Design tc_stream, sky130hd; sources not shown.
**Run 1: placed standard cells**

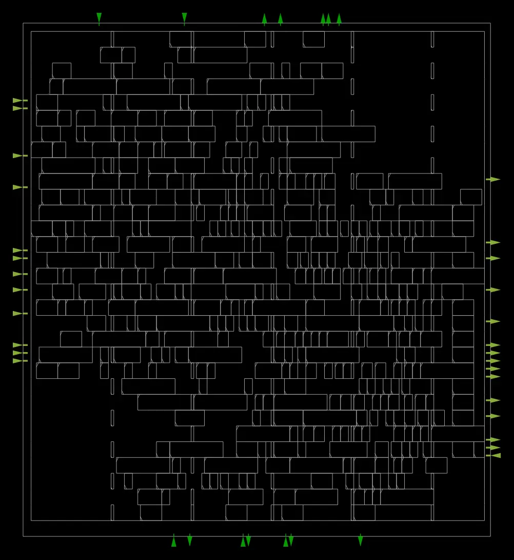
core area: 6590 µm²
utilization after layout: 54.3%
number of standard cells in the layout, taps in and fillers out: 494

**Run 1: selected gate families**

Bar = 20 µm.
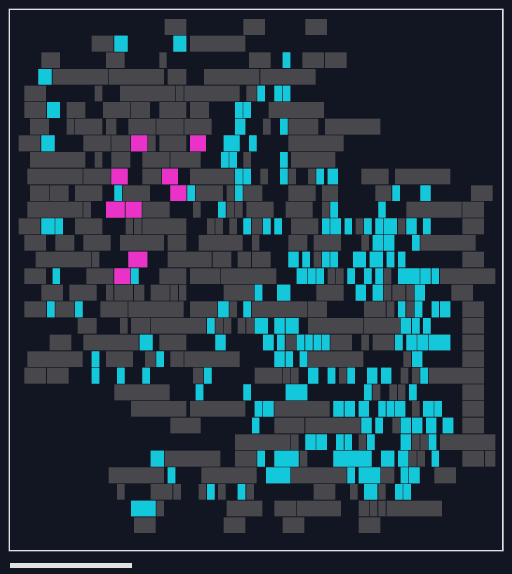
| family | color | cells | most used |
|---|---|---|---|
| non-inverting ao/oa cells | magenta | 9 | a21o_1 |
| nand cells | cyan | 162 | nand2_1 |
most frequent logic cell in the layout: nand2_1
logic share of the area: 49.8%

**Run 1: port wiring**

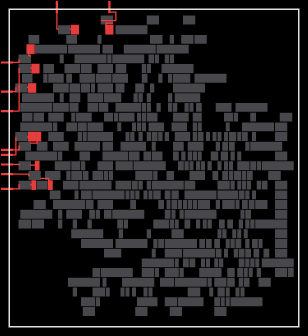
| port | color | bits | direction | end cells | buffers | wire |
|---|---|---|---|---|---|---|
| Data | red | 10 | input | 10 | 10 | 70.8 µm |
IO Pins: 41
PortBufs: 40

==> CHANGELOG.md, run 1 <==
### Physical design

* Final setup vio count at 0
* Switching pwr at around 240 µW
* CP Depth at 20
* Slowest CP cell: ha_1
* Largest register FFs at 16
* Dpl hpwl at a little under 5 mm
* CP delay by family, top: adder cells
* Top_reg_cell synth: dfrtp_1
* Setup TNS at 0 ns
* R2R cell count at 20
* Pins Over Slew Limit at 0
* Final period util at 36.5%
* Synth cell types at 39
* Critical path arrival at about 6.1 ns
* Fp_density at 46.4%
* Placer Congestion at 0.882
* Synth-to-Final Area Change at 17.1%
* DR WL/cell at between 10 and 15 µm
* CTS root buf: clkbuf_8
* Minimum clock period at slightly above 6 ns
* Setup ws final at 10.55 ns
* DR vias/cell at 5.24
* # Cells Yosys at 372
* Vias in the first global route at 2456
* Fmax at 0.165 GHz
* Syn Std Cell Area at 3060 µm²
* OpenROAD warnings at 38
* Worst skew pair latency at 0.29 ns
* Clock slew at reported path FFs at 0.08 ns
* Post-synth ARST share at 100%
* Register area at 1000 µm²
* Most frequent cell after synthesis: nand2_1
* Largest net degree at the start of global routing at 41
* Synth area leaders: dfrtp_1 (33%), ha_1 (12%), nand2_1 (12%), nand3_1 (6.9%), inv_1 (5.2%)
* Setup bufs post-CTS at 0
* # rows at 31
* Syn Nets at 425
* Flip-flops with a built-in enable at 0
* Yosys top cell by area: dfrtp_1
* GRT Util Overall at 20.1%
* Clk sinks at approximately 40
* Chip area at 7130 µm²
* Final WL at approximately 6.5 mm
* Setup crit start kind: flip-flop
* CTS H-tree depth at 2
* R2R setup slack at 10.55 ns
* Internal power at 283 µW
* First-pass GRT wire length at 11.1 mm
* Unrepaired setup endpoints after global routing: false
* P per Cell Area at 146 nW/µm²
* Post-synthesis average cell area at ~8.2 µm²
* Post-synth top cells: nand2_1 (95), inv_1 (42), nand3_1 (42), dfrtp_1 (40), ha_1 (29)
* Reg power frac at 23.2%
* Crit end category: flip-flop
* Slew @ Worst Pin at ~0.91 ns
* Cells after Synth at about 370
* Switching share of power at 46.1%
* Worst path max stage delay at 0.64 ns
* CTS max path bufs at 2
* Die Ht at ~90 µm
* Fillers at about 640
* Hold-fix buffers, CTS at 0
* Initial antenna violation count at 0
* Yosys stat chip area at 3060 µm²
* Comb pwr share at 63.5%
* # DRC at 0
* Antenna cells at 0
* Ys Warns at 0
* Run status: finished, final reports clean
* Most used cell, CP: fa_1
* Routed vias at 2587
* Max_cap viols at 0
* Cells along the critical path: inv_1 > ha_1 > a21oi_1 > a22o_1 > fa_1 > fa_1 > fa_1 > fa_1 > fa_1 > inv_1 > ha_1 > nand2_1 > o21ai_0 > fa_1 > nand3_1 > nand3_1 > nand2_2 > clkinv_2 > nand3_2 > o211ai_2
* Worst Hold Depth at 2
* Ys flops at 40
* Total power after layout at 524 µW
* Static leakage at 1.81 nW
* NumNets Final at 464
* Hold Vio Cnt, Final at 0
* DP Worst Slack at 10.57 ns
* Seq/Total Area, Yosys at ~33%
* Max VDD drop at roughly 0.12 mV
* Crit path buf inv count at 3
* CTS tree: done
* Worst hold path class: reg -> reg
* DRT Pass-1 Iters at 4
* CP Class: reg -> reg
* Most frequently placed logic cells in the final layout: nand2_1 (95), inv_1 (42), nand3_1 (42), dfrtp_1 (40), clkdlybuf4s50_1 (39)
* Hold Slack at 0.273 ns
* CP required at 16.62 ns
* DRT iter0 DRCs at 120
* Global route overflow at 0
* Share of cells above drive strength 1 at around 15%
* CTS buffer count at 5
* Worst Path Max Fanout at 18
* Clock power frac at roughly an eighth
* Slew headroom at just under 40%
* Antenna-violating nets left at 0
* Comb area at around 1800 µm²
* CTS resizes at 0
* Max-area cell share at 32.7%
* Chip width at 80.6 µm
-- run 1: logic make-up (layout without fill, tap and decap cells) --
kind of cell	after synthesis	in the layout	share of synthesized area (%)
other	1	1	0.123
AOI/OAI and AO/OA	41	41	11.0
DFF	40	40	32.7
and+or+nand+nor	189	189	30.3
buffers and inverters	62	102	8.92
adders and majority gates	35	35	15.8
xor gates and xnor gates	4	4	1.15
-- run 1: worst register-to-register path: cells and delay by family (launching register included) --
family,cells,cell delay [ns]
fa+ha+maj,8,3.99
simple gates,5,0.62
flops,1,0.38
compound gates,4,0.59
buf+inv,3,0.20
-- run 1: layer usage --
metal  wire length [µm]  part of all wire, %  global-route usage [%]
met4                106                  1.6                    6.01
met5                  0                    0                       0
met3                233                  3.6                    3.09
met2               3340                   51                    35.7
met1               2870                   44                    25.2
-- run 1: area by class of cell --
| type | instances | share of cell area, % |
|---|---|---|
| inverters | 54 | 5.80 |
| repair buffers | 40 | 11.0 |
| multi-input cells | 270 | 49.8 |
| clock buffers | 8 | 2.51 |
| well taps | 82 | 2.86 |
| flip-flops and latches | 40 | 27.9 |
-- run 1: power by group through the flow --
stage | registers, mW | logic, mW | clock network (mW)
detailed placement | 0.124 | 0.332 | 0
global route | 0.124 | 0.378 | 0.0755
CTS | 0.122 | 0.334 | 0.0711
finish | 0.122 | 0.333 | 0.0695
floorplan | 0.124 | 0.252 | 0
global placement | 0.123 | 0.317 | 0
-- run 1: per-stage QoR --
step           cell area [µm²]  instances
3_5_place_dp              3490        486
6_report                  3580        494
5_1_grt                   3580        494
3_3_place_gp              3490        486
4_1_cts                   3580        494
2_1_floorplan             3060        372
**Run 1: M3 wires**

Bar = 20 µm.
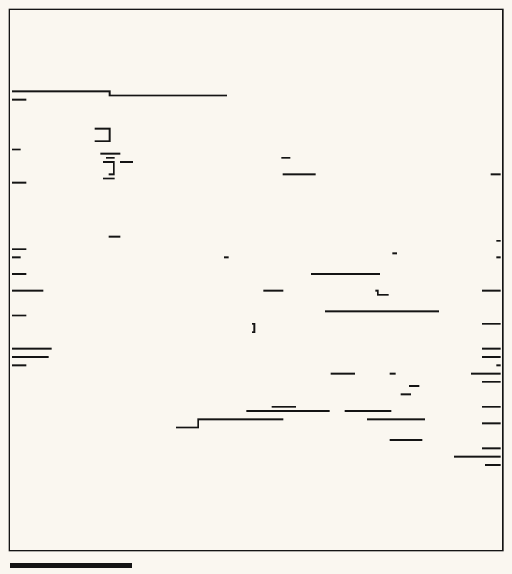

## Run 2: what changed since run 1
--- a/config.mk
+++ b/config.mk
@@ -6,12 +6,12 @@
 export NUM_CORES = 1
 export LEC_CHECK = 0
 export ABC_AREA = 1
-export ABC_CLOCK_PERIOD_IN_PS = 16630
+export ABC_CLOCK_PERIOD_IN_PS = 5100
 export CAP_MARGIN = 20
 export CORE_ASPECT_RATIO = 1.1
 export CORE_UTILIZATION = 45
 export DETAILED_ROUTE_END_ITERATION = 8
-export PLACE_DENSITY = 0.78
+export PLACE_DENSITY = 0.81
 export SYNTH_ARGS = -nofsm -noshare
 export SYNTH_HDL_FRONTEND = slang
 export SYNTH_SLANG_ARGS = --single-unit
==> constraint.sdc (replaced) <==
create_clock -name CLK -period 5.1 [get_ports CLK]
set_clock_uncertainty 0.2 [all_clocks]
set_input_delay 0.51 -clock CLK [delete_from_list [all_inputs] [get_ports CLK]]
set_output_delay 0.51 -clock CLK [all_outputs]
set_load 0.01 [all_outputs]
**Run 2: M3 wires**

Bar = 20 µm.
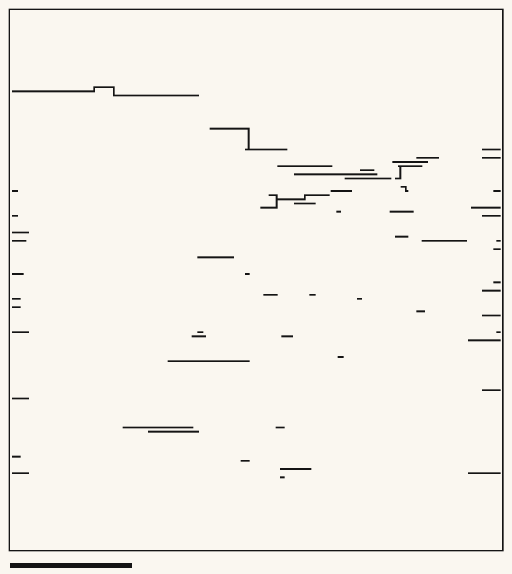
nets with wire on the layer: 44
longest straight run: 13.8 µm
share of all routed wire: 3.2%
grt met3 use: 3.30%
final WL: 7.36 mm
routed vias: 2764

==> run 2 against run 1 <==
  * The flow now finishes with violations (negative setup slack)
  * Synthesized area unchanged
  * Utilization up 9.8 points
  * Routed wire length up 13%
  * Sequential share of layout area down 4.3 points
  * Largest cell class unchanged
  * Highest routed layer unchanged
==> CHANGELOG.md, run 2 <==
### Physical design

* Crit path buf inv count at 4
* Internal power at 1.61 mW
* Cell area after layout at 4230 µm²
* CTS H-tree depth at 2
* Synth cell types at 39
* CP Class: reg -> reg
* Hold Slack at 0.127 ns
* Syn Std Cell Area at 3060 µm²
* GRT Util Overall at approximately 22%
* Fillers at 542
* Cells along the critical path: inv_2 > ha_4 > a21oi_1 > a22o_1 > fa_1 > fa_1 > fa_1 > fa_2 > fa_2 > inv_2 > ha_4 > nand2_4 > o21ai_4 > ha_4 > nand2_1 > nor2_2 > buf_4 > buf_4 > nand3_1 > nand3_1 > nand3_1 > nand3_1
* Hold Vio Cnt, Final at 0
* Slew @ Worst Pin at 0.905 ns
* Worst path max stage delay at 0.57 ns
* Seq/Total Area, Yosys at 32.7%
* Initial antenna violation count at 0
* Yosys stat chip area at 3060 µm²
* Setup crit start kind: flip-flop
* Ys Warns at 0
* Antenna cells at 0
* Cells after Synth at 372
* Minimum clock period at 5.14 ns
* Worst skew pair latency at 0.30 ns
* CTS max path bufs at 2
* Vias in the first global route at 2740
* Fp_density at 46.4%
* CTS buffer count at 5
* Hold-fix buffers, CTS at 0
* Fmax at 0.195 GHz
* CP required at 5.09 ns
* DRT Pass-1 Iters at 5
* Antenna-violating nets left at 0
* Setup ws final at -0.0365 ns
* CP delay by family, top: adder cells
* Crit end category: flip-flop
* # Cells Yosys at 372
* CTS tree: done
* Clock power frac at about a tenth
* DP Area at about 3800 µm²
* Syn Nets at between 400 and 500
* Max VDD drop at between 0.5 and 0.6 mV
* Most used cell, CP: nand3_1
* Ys flops at around 40
* Placer Congestion at 0.914
* R2R setup slack at -0.04 ns
* Largest register FFs at 16
* Pins Over Slew Limit at 0
* Core area at 6590 µm²
* DR vias/cell at 5.19
* # DRC at 0
* Share of cells above drive strength 1 at 33.9%
* First-pass GRT wire length at 12.2 mm
* Run status: complete, but fails checks
* Critical path arrival at between 5 and 6 ns
* Static leakage at 2.13 nW
* Synth-to-Final Area Change at 38.1%
* Yosys top cell by area: dfrtp_1
* Chip area at 7130 µm²
* CP Depth at 22
* Unrepaired setup endpoints after global routing: true
* Most frequent logic cell in the layout: nand2_1
* Post-synth ARST share at 100%
* CTS root buf: clkbuf_8
* # rows at 31
* Worst hold path class: in -> async
* Switching pwr at 1.20 mW
* Chip width at 80.6 µm
* IO Pins at around 41
* Worst Path Max Fanout at 9
* Slew headroom at between 30% and 40%
* Violated checks: negative setup slack
* R2R cell count at 22
* Dpl hpwl at 5.41 mm
* Top_reg_cell synth: dfrtp_1
* Comb pwr share at 76.4%
* Post-synth top cells: nand2_1 (95), inv_1 (42), nand3_1 (42), dfrtp_1 (40), ha_1 (29)
* NumNets Final at 503
* P per Cell Area at 665 nW/µm²
* DR WL/cell at 13.8 µm
* Final setup vio count at 3
* DRT iter0 DRCs at 119
* Final period util at 101%
* Synth area leaders: dfrtp_1 (33%), ha_1 (12%), nand2_1 (12%), nand3_1 (6.9%), inv_1 (5.2%)
* Most frequently placed logic cells in the final layout: nand2_1 (80), dfrtp_1 (40), clkdlybuf4s50_1 (39), inv_1 (38), buf_4 (37)
* Flip-flops with a built-in enable at 0
* Most frequent cell after synthesis: nand2_1
* Slowest CP cell: fa_2
* PortBufs at 40
* Switching share of power at 42.6%
* Clock slew at reported path FFs at 0.09 ns
* DP Worst Slack at -0.235 ns
* Reg power frac at 14.3%
* Post-synthesis average cell area at 8.22 µm²
* Max-area cell share at between 30% and 40%
* OpenROAD warnings at 40
* Die Ht at just under 90 µm
* Max_cap viols at 0
* Largest net degree at the start of global routing at 41
* Global route overflow at 0
* Clk sinks at approximately 40
## run 2: cell counts after synthesis
No cell type changed its count.
## run 2: metrics by stage
step	power [mW]	cells	TNS [ns]	util [%]
2_1_floorplan	1.39	372	-1.05	-
3_3_place_gp	1.79	510	-0.403	57.3
3_5_place_dp	1.88	510	-3.09	57.3
4_1_cts	2.32	524	0	61.0
5_1_grt	3.04	533	-3.25	64.1
6_report	2.81	533	-0.0703	64.1
## run 2: area by class of cell
class / instances / area (µm²) / area share (%)
clock buffer: 6 / 72.6 / 1.72
clock inverter: 2 / 35.0 / 0.829
inverter: 54 / 213 / 5.03
multi-input combinational: 270 / 2110 / 49.8
sequential: 40 / 1000 / 23.7
tap: 82 / 103 / 2.43
timing repair buffer: 79 / 696 / 16.5
## run 2: per-layer routing
layer	global-route usage, %	vias up	wire [µm]
met3	3.30	24	238
li1	-	1362	-
met4	10.6	0	265
met1	24.2	1304	2910
met5	0	-	0
met2	42.4	74	3950
## run 2: power by group through the flow
| stage | clock network [mW] | logic, mW | registers (mW) |
|---|---|---|---|
| floorplan | 0 | 0.982 | 0.407 |
| global placement | 0 | 1.38 | 0.402 |
| detailed placement | 0 | 1.47 | 0.404 |
| CTS | 0.268 | 1.66 | 0.400 |
| global route | 0.281 | 2.35 | 0.408 |
| finish | 0.262 | 2.15 | 0.402 |
## run 2: cell families after synthesis
logic type               count (synthesis)  share of synthesized area [%]
adder cells (fa/ha/maj)                 35                           15.8
flip-flops                              40                           32.7
XOR/XNOR                                 4                           1.15
other                                    1                          0.123
buffers and inverters                   62                           8.92
AND-OR/OR-AND                           41                           11.0
AND/OR/NAND/NOR                        189                           30.3
## run 2: timing repair
action	CTS	global route
pin swaps	6	10
resized	15	29
setup endpoints to repair	17	17
setup buffers	6	9
No activity file was given, so power comes from the tool's default toggle rates.
